Fig. 1: run 1, cell sizes after repair
(4 px per um)
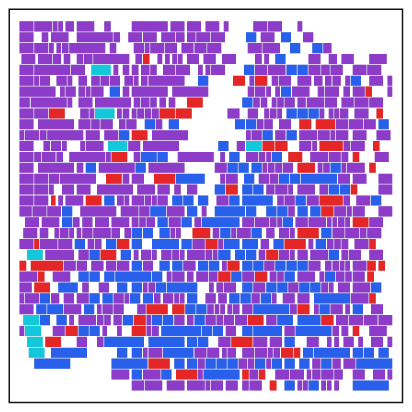
Fig. 2: run 1, placed cells, one colour a class
(4 px per um) Fill, decap, tap and diode cells in grey.
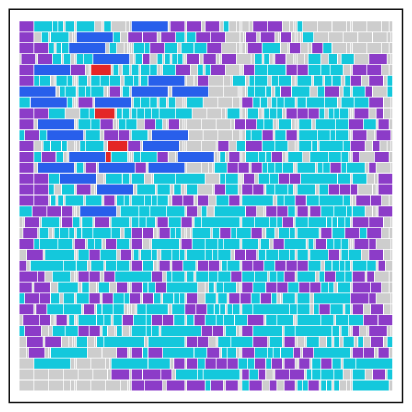
Fig. 3: run 1, routing congestion
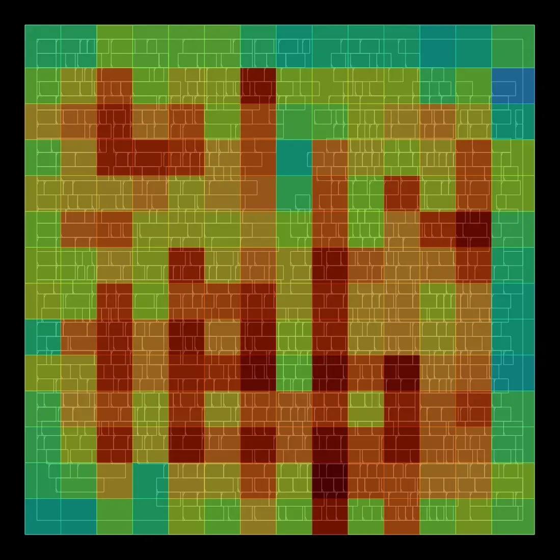
Fig. 4: run 1, gate families picked out
(4 px per um)
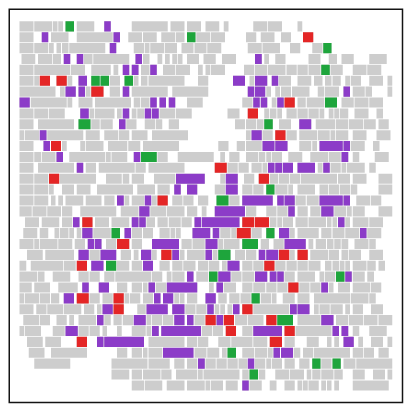
## config.mk

```make
export PLATFORM = sky130hd
export DESIGN_NAME = pc_next_unit
export DESIGN_NICKNAME = d
export VERILOG_FILES = /design/src/rtl/pc_next_unit.sv
export SDC_FILE = /design/constraint.sdc
export NUM_CORES = 1
export LEC_CHECK = 0
export CORE_MARGIN = 2
export CORE_UTILIZATION = 46
export DETAILED_ROUTE_END_ITERATION = 6
export PLACE_DENSITY = 0.84
export SLEW_MARGIN = 20
export SYNTH_ARGS = -nofsm -noshare
export SYNTH_HDL_FRONTEND = slang
export SYNTH_SLANG_ARGS = --single-unit
```

## constraint.sdc

```tcl
create_clock -name clk -period 4.3 [get_ports clk]
set_clock_uncertainty 0.1 [all_clocks]
set_input_delay 0.86 -clock clk [delete_from_list [all_inputs] [get_ports clk]]
set_output_delay 0.86 -clock clk [all_outputs]
set_load 0.02 [all_outputs]
```

## src/rtl/pc_next_unit.sv

```systemverilog
// Program-counter generator: owns the fetch and decode PCs, steps sequentially,
// applies taken branch/jump targets and traps on misaligned targets.
module pc_next_unit #(
  parameter int PC_W     = 10,
  parameter int INC      = 4,
  parameter int RESET_PC = 0,
  parameter int TRAP_PC  = 16
) (
  input  logic            clk,
  input  logic            rst,
  input  logic            stall,
  input  logic            redirect_vld,
  input  logic [1:0]      redirect_mode,
  input  logic            branch_taken,
  input  logic [31:0]     imm,
  input  logic [31:0]     rs1,
  input  logic            trap_ack,
  output logic [PC_W-1:0] pc_f,
  output logic [PC_W-1:0] pc_d,
  output logic            d_valid,
  output logic [31:0]     pc_imm,
  output logic [31:0]     link,
  output logic            misalign
);

  typedef enum logic {
    RUN,
    HALT_MIS
  } state_t;

  localparam logic [PC_W-1:0] INC_PC   = PC_W'(INC);
  localparam logic [PC_W-1:0] RESET_PC_V = PC_W'(RESET_PC);
  localparam logic [PC_W-1:0] TRAP_PC_V  = PC_W'(TRAP_PC);

  state_t          state_q, state_d;
  logic [PC_W-1:0] pc_f_q, pc_f_d;
  logic [PC_W-1:0] pc_d_q, pc_d_d;
  logic            d_valid_q, d_valid_d;
  logic            misalign_q, misalign_d;
  logic [31:0]     target;
  logic            take;

  // jalr clears bit 0 of rs1+imm; every other mode (reserved 11 included) is pc_d-relative
  always_comb begin
    target = 32'(pc_d_q) + imm;
    if (redirect_mode == 2'b10) begin
      target = (rs1 + imm) & ~32'h1;
    end
  end

  always_comb begin
    take = 1'b0;
    if (redirect_vld && d_valid_q && (state_q == RUN)) begin
      case (redirect_mode)
        2'b00:   take = branch_taken;
        2'b01:   take = 1'b1;
        2'b10:   take = 1'b1;
        default: take = 1'b0;
      endcase
    end
  end

  always_comb begin
    state_d    = state_q;
    pc_f_d     = pc_f_q;
    pc_d_d     = pc_d_q;
    d_valid_d  = d_valid_q;
    misalign_d = misalign_q;
    if (state_q == RUN) begin
      // a take beats stall so the wrong-path fetch is always flushed
      if (take && (target[1:0] != 2'b00)) begin
        d_valid_d  = 1'b0;
        misalign_d = 1'b1;
        state_d    = HALT_MIS;
      end else if (take) begin
        pc_f_d    = target[PC_W-1:0];
        d_valid_d = 1'b0;
      end else if (!stall) begin
        pc_d_d    = pc_f_q;
        d_valid_d = 1'b1;
        pc_f_d    = pc_f_q + INC_PC;
      end
    end else begin
      d_valid_d  = 1'b0;
      misalign_d = 1'b1;
      if (trap_ack) begin
        pc_f_d     = TRAP_PC_V;
        misalign_d = 1'b0;
        state_d    = RUN;
      end
    end
  end

  always_ff @(posedge clk or posedge rst) begin
    if (rst) begin
      state_q    <= RUN;
      pc_f_q     <= RESET_PC_V;
      pc_d_q     <= '0;
      d_valid_q  <= 1'b0;
      misalign_q <= 1'b0;
    end else begin
      state_q    <= state_d;
      pc_f_q     <= pc_f_d;
      pc_d_q     <= pc_d_d;
      d_valid_q  <= d_valid_d;
      misalign_q <= misalign_d;
    end
  end

  assign pc_f     = pc_f_q;
  assign pc_d     = pc_d_q;
  assign d_valid  = d_valid_q;
  assign misalign = misalign_q;
  assign pc_imm   = target;
  assign link     = 32'(pc_d_q) + 32'(INC);

endmodule
```

==> impl_metrics.tcl, run 1 <==
# yosys + openroad results
set metrics [dict create \
    dieWidth_um 97.9 \
    grt_use_met1 0.351 \
    via_per_inst 5.66 \
    seq_cells 23 \
    postCtsSetupBuffers 8 \
    crit_family "AND-OR/OR-AND gates" \
    most-common-layout-cells "buf_4, clkdlybuf4s50_1, nand2_1" \
    nNetsFinal 921 \
    globalRouteTotalUtil 0.308 \
    htree_levels 1 \
    leakage_nw 3.27 \
    nMultiInputCombCells 462 \
    end_kind "output port" \
    nClkBuffers 4 \
    critPathMaxFanout 5 \
    avgSynthCellArea_um2 7.70 \
    drive_gt1_frac 0.326 \
    synth_top_cell_by_count "ha_1" \
    fin_crit_sh 0.985 \
    vias 5148 \
    synth-edff-count 0 \
    simple_gate_area_frac 0.183 \
    cp-start-kind "primary input" \
    cp_slowest_cell "clkdlybuf4s50_1" \
    max_freq_mhz 236 \
    power_switching_share 0.476 \
    worst_slew_pin_slew_ns 0.966 \
    drt-total-wl_um 16000 \
    rr_worst_depth 8 \
    antenna_found_initial 0 \
    path_class "in2out" \
    crit_chain "clkdlybuf4s50_1, ha_1, buf_4, a41o_1, a22o_1, a31oi_4, nand2b_1, a21oi_2, xor2_1, o21ai_1, buf_2" \
    whs_path_depth 1 \
    cts-root-buf "clkbuf_8" \
    clock_path_buffers 2 \
    ys_chip_area_um2 4060 \
    ctsHoldBuffers 0 \
    diodes 0 \
    ys.flop_type "dfrtp_1" \
    relSlewSlack 0.354 \
    maxSlewViolCount 0 \
    use_met3 0.0401 \
    finalPower_mw 2.54 \
    io_pins 158 \
    ant_nets 0 \
    synthCells 527 \
    worstPathRequired_ns 3.34 \
    yosysTopAreaCellShare 0.142 \
    seqCellArea_um2 576 \
    ys_cells 527 \
    wl_met3_um 1160 \
    fp_util 0.470 \
    comb_power_share 0.786 \
    drv_cap 0 \
    holdWs_ns 0.427 \
    switchingPower_mw 1.21 \
    hold_path_class "reg2reg" \
    taps 108 \
    muxShareOfSynthArea 0.0419 \
    aoi_share 0.277 \
    yosysWarningCount 0 \
    m1WireLength_um 6200 \
    crit_arrival_ns 3.27 \
    fin_crit_ns 4.23 \
    ys_sh_xor 0.127 \
    run_status "complete, no violations" \
    synth_top_cell_by_area "dfrtp_1" \
    ys.flops 23 \
    io_buffers 136 \
    dp_cells 892 \
    dominant-cell-class "multi-input combinational cells" \
    drt_first_pass_iters 4 \
    pre_cts_ws_ns -0.787 \
    cts.sinks 23 \
    grt_pass1_vias 5371 \
    dr_wl_met2_um 8030 \
    post_cts_resized 220 \
    chipHeight_um 97.9 \
    ys_top_logic_family "AND-OR/OR-AND gates" \
    p_int_mw 1.33 \
    vdd_ir_drop_max_mv 0.433 \
    power_density_nw_per_um2 368 \
    overflow 0 \
    rsz0062_at_grt "yes" \
    top_layer "met4" \
    grt_pass1_wl_um 24900 \
    gp_congestion 0.929 \
    clk_latency_ns 0.26 \
    ys_sh_adder 0.149 \
    postSynthSeqShare 0.142 \
    syn-cell-area_um2 4060 \
    crit_buf_inv 3 \
    synth.top_cells.by_count "ha_1, a21oi_1, nand2_1, o21ai_0, xor2_1" \
    clkPwrFrac 0.053 \
    drt-initial-drc-count 200 \
    die_area_um2 9590 \
    async_reset_ff_frac 1.00 \
    cts_buffers 3 \
    drc 0 \
    hold_violations 0 \
    tns_ns 0 \
    setup_viol 0 \
    clock_cell_area_share 0.00651 \
    hpwl_um 11900 \
    mi_logic_area_um2 3680 \
]
Back to the opening pictures, Fig. 1:
colour	size	cells	share
cyan	drive 6 and up	9	1.1%
red	drive 2	68	8.5%
purple	drive 1 or less	540	67%
blue	drive 3 to 4	184	23%
post-route cell area: 6920 um2
Layout Area Growth over Synthesis: 70.4%
worst setup margin: 0.0654 ns
count of non-CTS buffers in the layout: 282

Back to the opening pictures, Fig. 2:
colour	class	cells	share of their area
red	clock drivers and dummy loads	4	0.66%
purple	other buffers and delay cells	282	35%
cyan	all other logic	492	56%
blue	flops	23	8.5%
register share of the cell area: 0.0832
Core Area: 8640 um2
Final Util: 0.801
cell row count: 34

Back to the opening pictures, Fig. 3:
WL per Instance: 17.6 um
GR peak layer: met2

Back to the opening pictures, Fig. 4:
colour	family	cells
red	AND-OR and OR-AND gates	34
purple	inverting AOI/OAI gates	137
green	AND and OR gates	26
final std cells w/o fill: 909
logic share of the area: 0.532
most frequent logic cell in the layout: buf_4

run 1: sequential cells by signal, indices dropped and copies added, names as in the netlist:
| register | flops |
|---|---|
| misalign | 1 |
| pc_d | 10 |
| pc_f | 10 |
| state_q | 1 |
| d_valid | 1 |
run 1: final timing paths:
kind / from / end / slack [ns]
setup / recovery: imm[18] / pc_imm[26] / 0.07
hold / removal: d_valid / d_valid / 0.43
setup reg to reg: state_q / pc_f[3] / 1.21
hold reg to reg: d_valid / d_valid / 0.43
max in group asynchronous: rst / pc_f[8] / 2.58
min in group asynchronous: rst / d_valid / 0.98
run 1: power by group through the flow:
stage	clock network (mW)	registers, mW	logic [mW]
floorplan	0	0.467	0.871
global placement	0	0.406	1.80
detailed placement	0	0.410	1.85
CTS	0.133	0.409	1.89
global route	0.144	0.423	2.12
finish	0.134	0.411	2.00
Fig. 5: run 1, metal 3
(4 px per um)
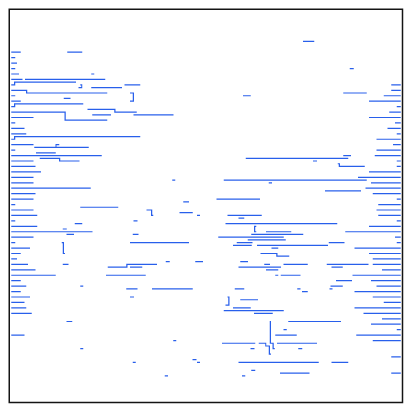

## Run 2: what changed since run 1
- CORE_UTILIZATION: 46 -> 25
- HOLD_SLACK_MARGIN: not set -> 0.08
- PLACE_DENSITY: 0.84 -> not set
- SLEW_MARGIN: 20 -> 5
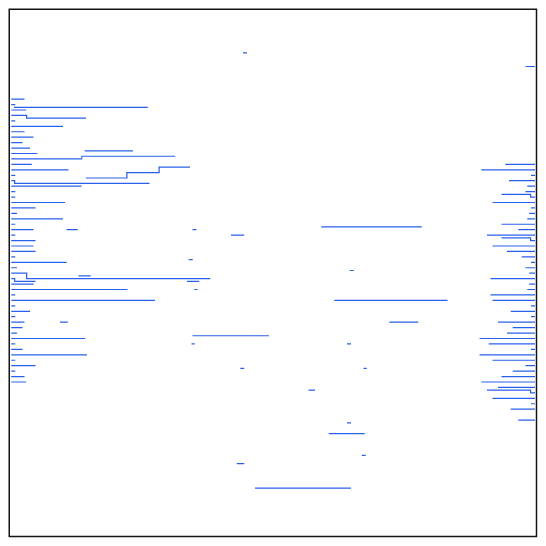
Fig. 6. Metal 3 (run 2).
(4 px per um)
wire length on this layer	942 um
longest straight run	45.8 um
main direction	horizontal
Via Count: 4838
met3 GRT Util: 0.0351
drt total wl: 15300 um

==> run 2 against run 1 <==
  * Cell count increased by 14%
  * Count of clock-buffer cells in the layout did not move
  * Design area rose by 6.1%
  * Setup slack improved by 0.018 ns
  * Via count is 6.0% lower
  * Register-to-register slack better by 0.02 ns
  * Sequential power is 3% lower
  * Non-clock buffer count rose by 17
  * Critical path type unchanged
  * Highest routed layer unchanged
==> impl_metrics.tcl, run 2 <==
# yosys + openroad results
set metrics [dict create \
    run_status "complete, no violations" \
    simple_gate_area_frac 0.183 \
    dominant-cell-class "multi-input combinational cells" \
    end_kind "output port" \
    final_util 0.462 \
    maxSlewViolCount 0 \
    chipHeight_um 131 \
    p_comb_mw 2.04 \
    grt_use_met1 0.211 \
    seq_cells 23 \
    ys_sh_adder 0.149 \
    crit_end "pc_imm[25]" \
    antenna_found_initial 0 \
    synthCells 527 \
    drc 0 \
    setup_viol 0 \
    path_class "in2out" \
    ctsHoldBuffers 0 \
    syn_to_final_growth_pct 80.8 \
    wl_per_cell_um 14.8 \
    hpwl_um 12000 \
    postSynthSeqShare 0.142 \
    drt-initial-drc-count 199 \
    r2r-end "pc_f[5]" \
    overflow 0 \
    worstPathRequired_ns 3.34 \
    most-common-layout-cells "buf_4, clkdlybuf4s50_1, nand2_1" \
    core_area_um2 15900 \
    comb_share 0.517 \
    crit_arrival_ns 3.26 \
    mostFrequentLayoutCell "buf_4" \
    grt_pass1_vias 4897 \
    fin_crit_ns 4.22 \
    clk_latency_ns 0.26 \
    grt_max_degree 26 \
    whs_path_depth 1 \
    r2r_start "state_q" \
    holdWs_ns 0.430 \
    io_pins 158 \
    r2r_setup_slack_ns 1.23 \
    cts_buffers 3 \
    synth.top_cells.by_count "ha_1, a21oi_1, nand2_1, o21ai_0, xor2_1" \
    netlist-cell-type-count 59 \
    power_switching_share 0.454 \
    ys_cells 527 \
    comb_power_share 0.772 \
    die_area_um2 17300 \
    max_freq_mhz 237 \
    switchingPower_mw 1.20 \
    powerClk_mw 0.203 \
    busiest_layer "met2" \
    ys.flops 23 \
    drv_cap 0 \
    min_from "pc_f[0]" \
    fin_crit_sh 0.981 \
    cts-root-buf "clkbuf_16" \
    clock_cell_area_share 0.0107 \
    mi_logic_area_um2 3790 \
    path_clk_slew_ns 0.06 \
    grt_pass1_wl_um 24100 \
    fp_util 0.256 \
    relSlewSlack 0.327 \
    cts.sinks 23 \
    seqCellArea_um2 576 \
    clkPwrFrac 0.077 \
    cp-start-kind "primary input" \
    crit_start "imm[12]" \
    globalRouteTotalUtil 0.165 \
    ant_nets 0 \
    worst_slew_pin_slew_ns 1.01 \
    nClkBuffers 4 \
    via_per_inst 4.68 \
    finalPower_mw 2.64 \
    top_power_group "combinational cells" \
    async_reset_ff_frac 1.00 \
    gp_congestion 0.856 \
    p_int_mw 1.44 \
    yosysTopAreaCellShare 0.142 \
    ys.flop_type "dfrtp_1" \
    dp_cells 1007 \
    p_seq_frac 0.151 \
    postCtsSetupBuffers 15 \
    drive_gt1_frac 0.358 \
    synth_top_cell_by_area "dfrtp_1" \
    syn-cell-area_um2 4060 \
    pg_seq_mw 0.399 \
    ys_top_logic_family "AND-OR/OR-AND gates" \
    hold_path_class "reg2reg" \
    rsz0062_at_grt "yes" \
    drt_first_pass_iters 4 \
    inverters 30 \
    warning_count 29 \
    nMultiInputCombCells 462 \
    clock_path_buffers 2 \
    nNetsFinal 938 \
    tns_ns 0 \
    placed_area_um2 6630 \
    critPathMaxFanout 3 \
    aoi_share 0.277 \
    hold_violations 0 \
    post_cts_resized 206 \
    taps 216 \
    rows 46 \
    power_density_nw_per_um2 360 \
    sh_seq_area 0.0784 \
    muxShareOfSynthArea 0.0419 \
    vdd_ir_drop_max_mv 0.475 \
    holdPathEnd "pc_f[0]" \
    avgSynthCellArea_um2 7.70 \
    synth_top_cell_by_count "ha_1" \
    diodes 0 \
    ys_chip_area_um2 4060 \
    synth-edff-count 0 \
    io_buffers 136 \
    use_met2 0.294 \
    dieWidth_um 131 \
    leakage_nw 3.37 \
    yosysWarningCount 0 \
    htree_levels 1 \
    fin_cells 1034 \
    rr_worst_depth 8 \
    ys_sh_xor 0.127 \
    pre_cts_ws_ns -0.904 \
]
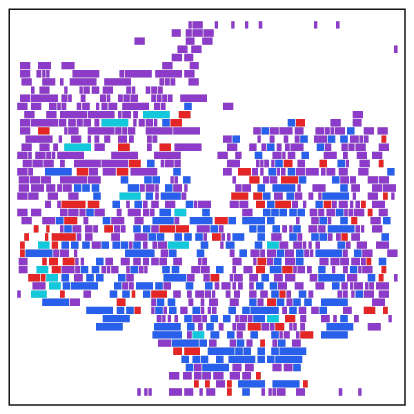
Fig. 7. Cell sizes after repair (run 2).
(3 px per um)
colour	size	cells	share
red	drive 2	77	9.4%
purple	drive 1 or less	525	64%
blue	drive 3 to 4	202	25%
cyan	drive 6 and up	14	1.7%
count of non-CTS buffers in the layout: 299
post-route cell area: 7340 um2
worst setup margin: 0.0837 ns

run 2: cell counts after synthesis:
No cell type changed its count.
run 2: per-layer routing:
metal  part of all wire  up-vias
met5                  0        -
met4              0.013        0
met3              0.062       18
met1               0.44     2237
li1                   -     2444
met2               0.49      139
run 2: worst max-delay path, cell delays in order:
cell	delay, ns
clkdlybuf4s15_1	0.22
ha_4	0.26
a21o_1	0.20
a21o_1	0.21
a221oi_4	0.28
nand3_2	0.13
o21ai_2	0.19
buf_4	0.14
buf_4	0.09
nand2_1	0.05
a21oi_2	0.15
xor2_1	0.20
mux2i_1	0.10
buf_4	0.16
run 2: cells by family (layout without fill, tap and decap cells):
logic type,count (synthesis),count (layout)
xor+xnor,59,59
compound gates,171,171
mux,16,16
other cells,1,21
flops,23,23
simple gates,148,148
fa+ha+maj,47,47
buf+inv,62,333
Fig. 8: run 2, routing congestion
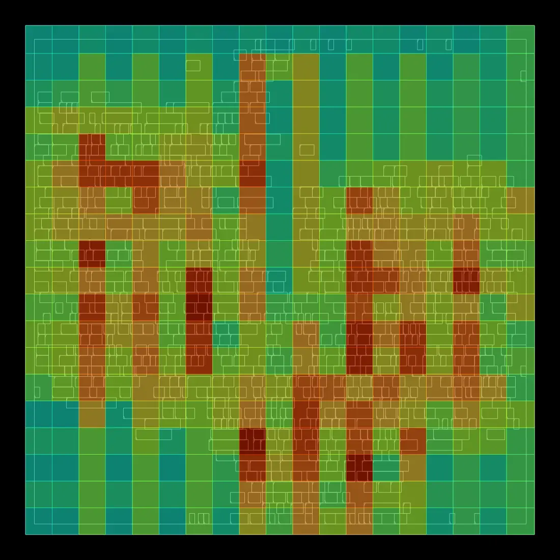

## Run 3: what changed since run 2
- CORE_UTILIZATION: 25 -> 44
- PLACE_DENSITY: not set -> 0.81
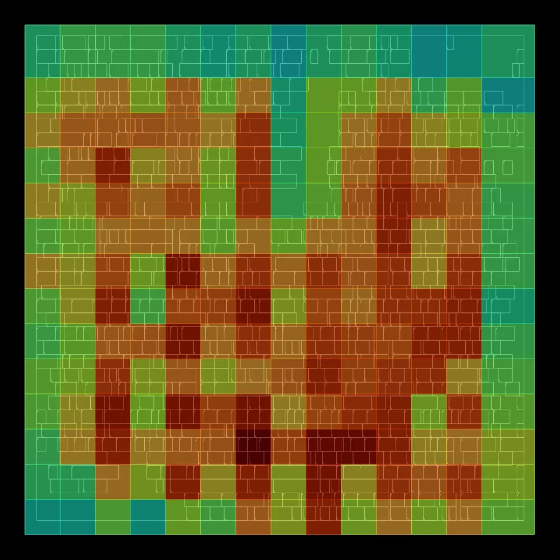
Fig. 9. Routing congestion (run 3).
Final Util: 0.775
met3 GRT Util: 0.0522
WL per Instance: 17.6 um
GRT Overall Usage: 0.294
grt met1 use: 0.336

==> run 3 against run 2 <==
  * Synthesized cell count unchanged
  * Design area down 3.9%
  * Count of clock-buffer cells in the layout fell by 1
  * Global-route usage rose by 13 points
  * Synthesized area stayed put
  * Die size shrank 42%
  * Core utilization is 31 points higher
  * Cell count is 11% lower
  * Critical path depth did not move
  * Via count is 7.7% higher
==> impl_metrics.tcl, run 3 <==
# yosys + openroad results
set metrics [dict create \
    wl_met3_um 1180 \
    run_status "complete, no violations" \
    use_met2 0.542 \
    comb_power_share 0.789 \
    crit_start "imm[7]" \
    ys_chip_area_um2 4060 \
    rsz0062_at_grt "yes" \
    synth.top_cells.by_count "ha_1, a21oi_1, nand2_1, o21ai_0, xor2_1" \
    cp-start-kind "primary input" \
    finalPower_mw 2.57 \
    yosysTopAreaCellShare 0.142 \
    syn-cell-area_um2 4060 \
    dr_wl_met2_um 8130 \
    nNetsFinal 929 \
    dp_cells 894 \
    powerClk_mw 0.136 \
    path_class "in2out" \
    fin_ws_ns 0.0141 \
    dieWidth_um 100 \
    syn_to_final_growth_pct 73.8 \
    busiest_layer "met2" \
    p_int_mw 1.35 \
    io_buffers 136 \
    diodes 0 \
    drv_cap 0 \
    drt_first_pass_iters 5 \
    aoi_share 0.277 \
    ys_sh_adder 0.149 \
    cts-root-buf "clkbuf_8" \
    io_pins 158 \
    p_seq_frac 0.158 \
    overflow 0 \
    clkPwrFrac 0.053 \
    seqCellArea_um2 576 \
    synthCells 527 \
    final_area_um2 7060 \
    max_stage_delay_ns 0.41 \
    ant_nets 0 \
    rows 35 \
    ys.flop_type "dfrtp_1" \
    antenna_found_initial 0 \
    hold_violations 0 \
    grt_pass1_wl_um 24100 \
    p_comb_mw 2.03 \
    fp_util 0.446 \
    ys_top_logic_family "AND-OR/OR-AND gates" \
    placed_area_um2 6430 \
    top_power_group "combinational cells" \
    min_from "pc_f[1]" \
    m1WireLength_um 6220 \
    avgSynthCellArea_um2 7.70 \
    muxShareOfSynthArea 0.0419 \
    drc 0 \
    path_clk_slew_ns 0.08 \
    synth_top_cell_by_area "dfrtp_1" \
    grt_max_degree 33 \
    die_area_um2 10000 \
    area_leaders "dfrtp_1, ha_1, xor2_1" \
    r2r_start "state_q" \
    crit_chain "dlygate4sd2_1, ha_1, or3_4, nor2_2, a21boi_4, o31ai_4, a21oi_2, buf_6, buf_4, nand2b_1, xnor2_1, nand2_1, o21ai_0, buf_2" \
    fin_cells 920 \
    netlist-cell-type-count 59 \
    hold_path_class "reg2reg" \
    drive_gt1_frac 0.347 \
    fillers 590 \
    fin_crit_sh 0.997 \
    htree_levels 1 \
    hpwl_um 11600 \
    gp_congestion 0.921 \
    chipHeight_um 100 \
    pre_cts_ws_ns -0.768 \
    end_kind "output port" \
    yosysWarningCount 0 \
    fin_crit_ns 4.29 \
    simple_gate_area_frac 0.183 \
    grt_pass1_vias 5268 \
    synth-edff-count 0 \
    most-common-layout-cells "buf_4, clkdlybuf4s50_1, nand2_1" \
    tns_ns 0 \
    worst_slew_pin_slew_ns 0.967 \
    drt-initial-drc-count 273 \
    holdWs_ns 0.425 \
    crit_arrival_ns 3.33 \
    async_reset_ff_frac 1.00 \
    tritoncts "yes" \
    cp_slowest_cell "or3_4" \
    maxSlewViolCount 0 \
    mostFrequentLayoutCell "buf_4" \
    switchingPower_mw 1.22 \
    power_switching_share 0.474 \
    crit_buf_inv 4 \
    ctsHoldBuffers 0 \
    cts_buffers 3 \
    top_layer "met4" \
    power_density_nw_per_um2 364 \
    max_freq_mhz 233 \
    ys.flops 23 \
    via_per_inst 5.66 \
    relSlewSlack 0.353 \
    synth_top_cell_by_count "ha_1" \
    crit_family "simple AND/OR/NAND/NOR gates" \
    cts.sinks 23 \
    critPathMaxFanout 4 \
    warning_count 30 \
    worstPathRequired_ns 3.34 \
    ys_cells 527 \
    pg_seq_mw 0.406 \
    ys_sh_xor 0.127 \
    clk_latency_ns 0.27 \
    core_area_um2 9110 \
    vdd_ir_drop_max_mv 0.364 \
    postSynthSeqShare 0.142 \
    setup_viol 0 \
    mi_logic_area_um2 3730 \
    leakage_nw 3.36 \
    clock_path_buffers 2 \
]
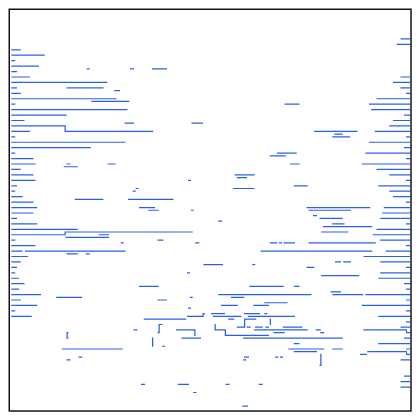
Fig. 10. Metal 3 (run 3).
(4 px per um)
main direction	horizontal
share of all routed wire	7.2%
wire length on this layer	1180 um
Via Count: 5211
drt total wl: 16200 um

[run 3: cell type report]
cell class                 count  area share
multi-input combinational    463       0.528
clock inverter                 1    0.000709
sequential                    23      0.0816
timing repair buffer         289       0.348
tap                          111      0.0197
clock buffer                   3     0.00585
inverter                      30      0.0160
[run 3: path summary, 6_finish.rpt]
path	slack, ns	cells after the start	endpoint
min in group asynchronous	0.97	2	misalign
worst min register to register	0.42	1	pc_f[1]
worst min-delay path	0.42	1	pc_f[1]
max in group asynchronous	2.59	2	pc_d[7]
worst max register to register	1.24	8	pc_f[5]
worst max-delay path	0.01	14	pc_imm[11]
[run 3: what timing repair did]
| item | in CTS | in global routing |
|---|---|---|
| cloned | 1 | 0 |
| pin swaps | 53 | 53 |
| resized | 190 | 100 |
| endpoints found under the setup margin | 28 | 25 |
| setup buffers | 16 | 6 |
No activity file was given, so power comes from the tool's default toggle rates.
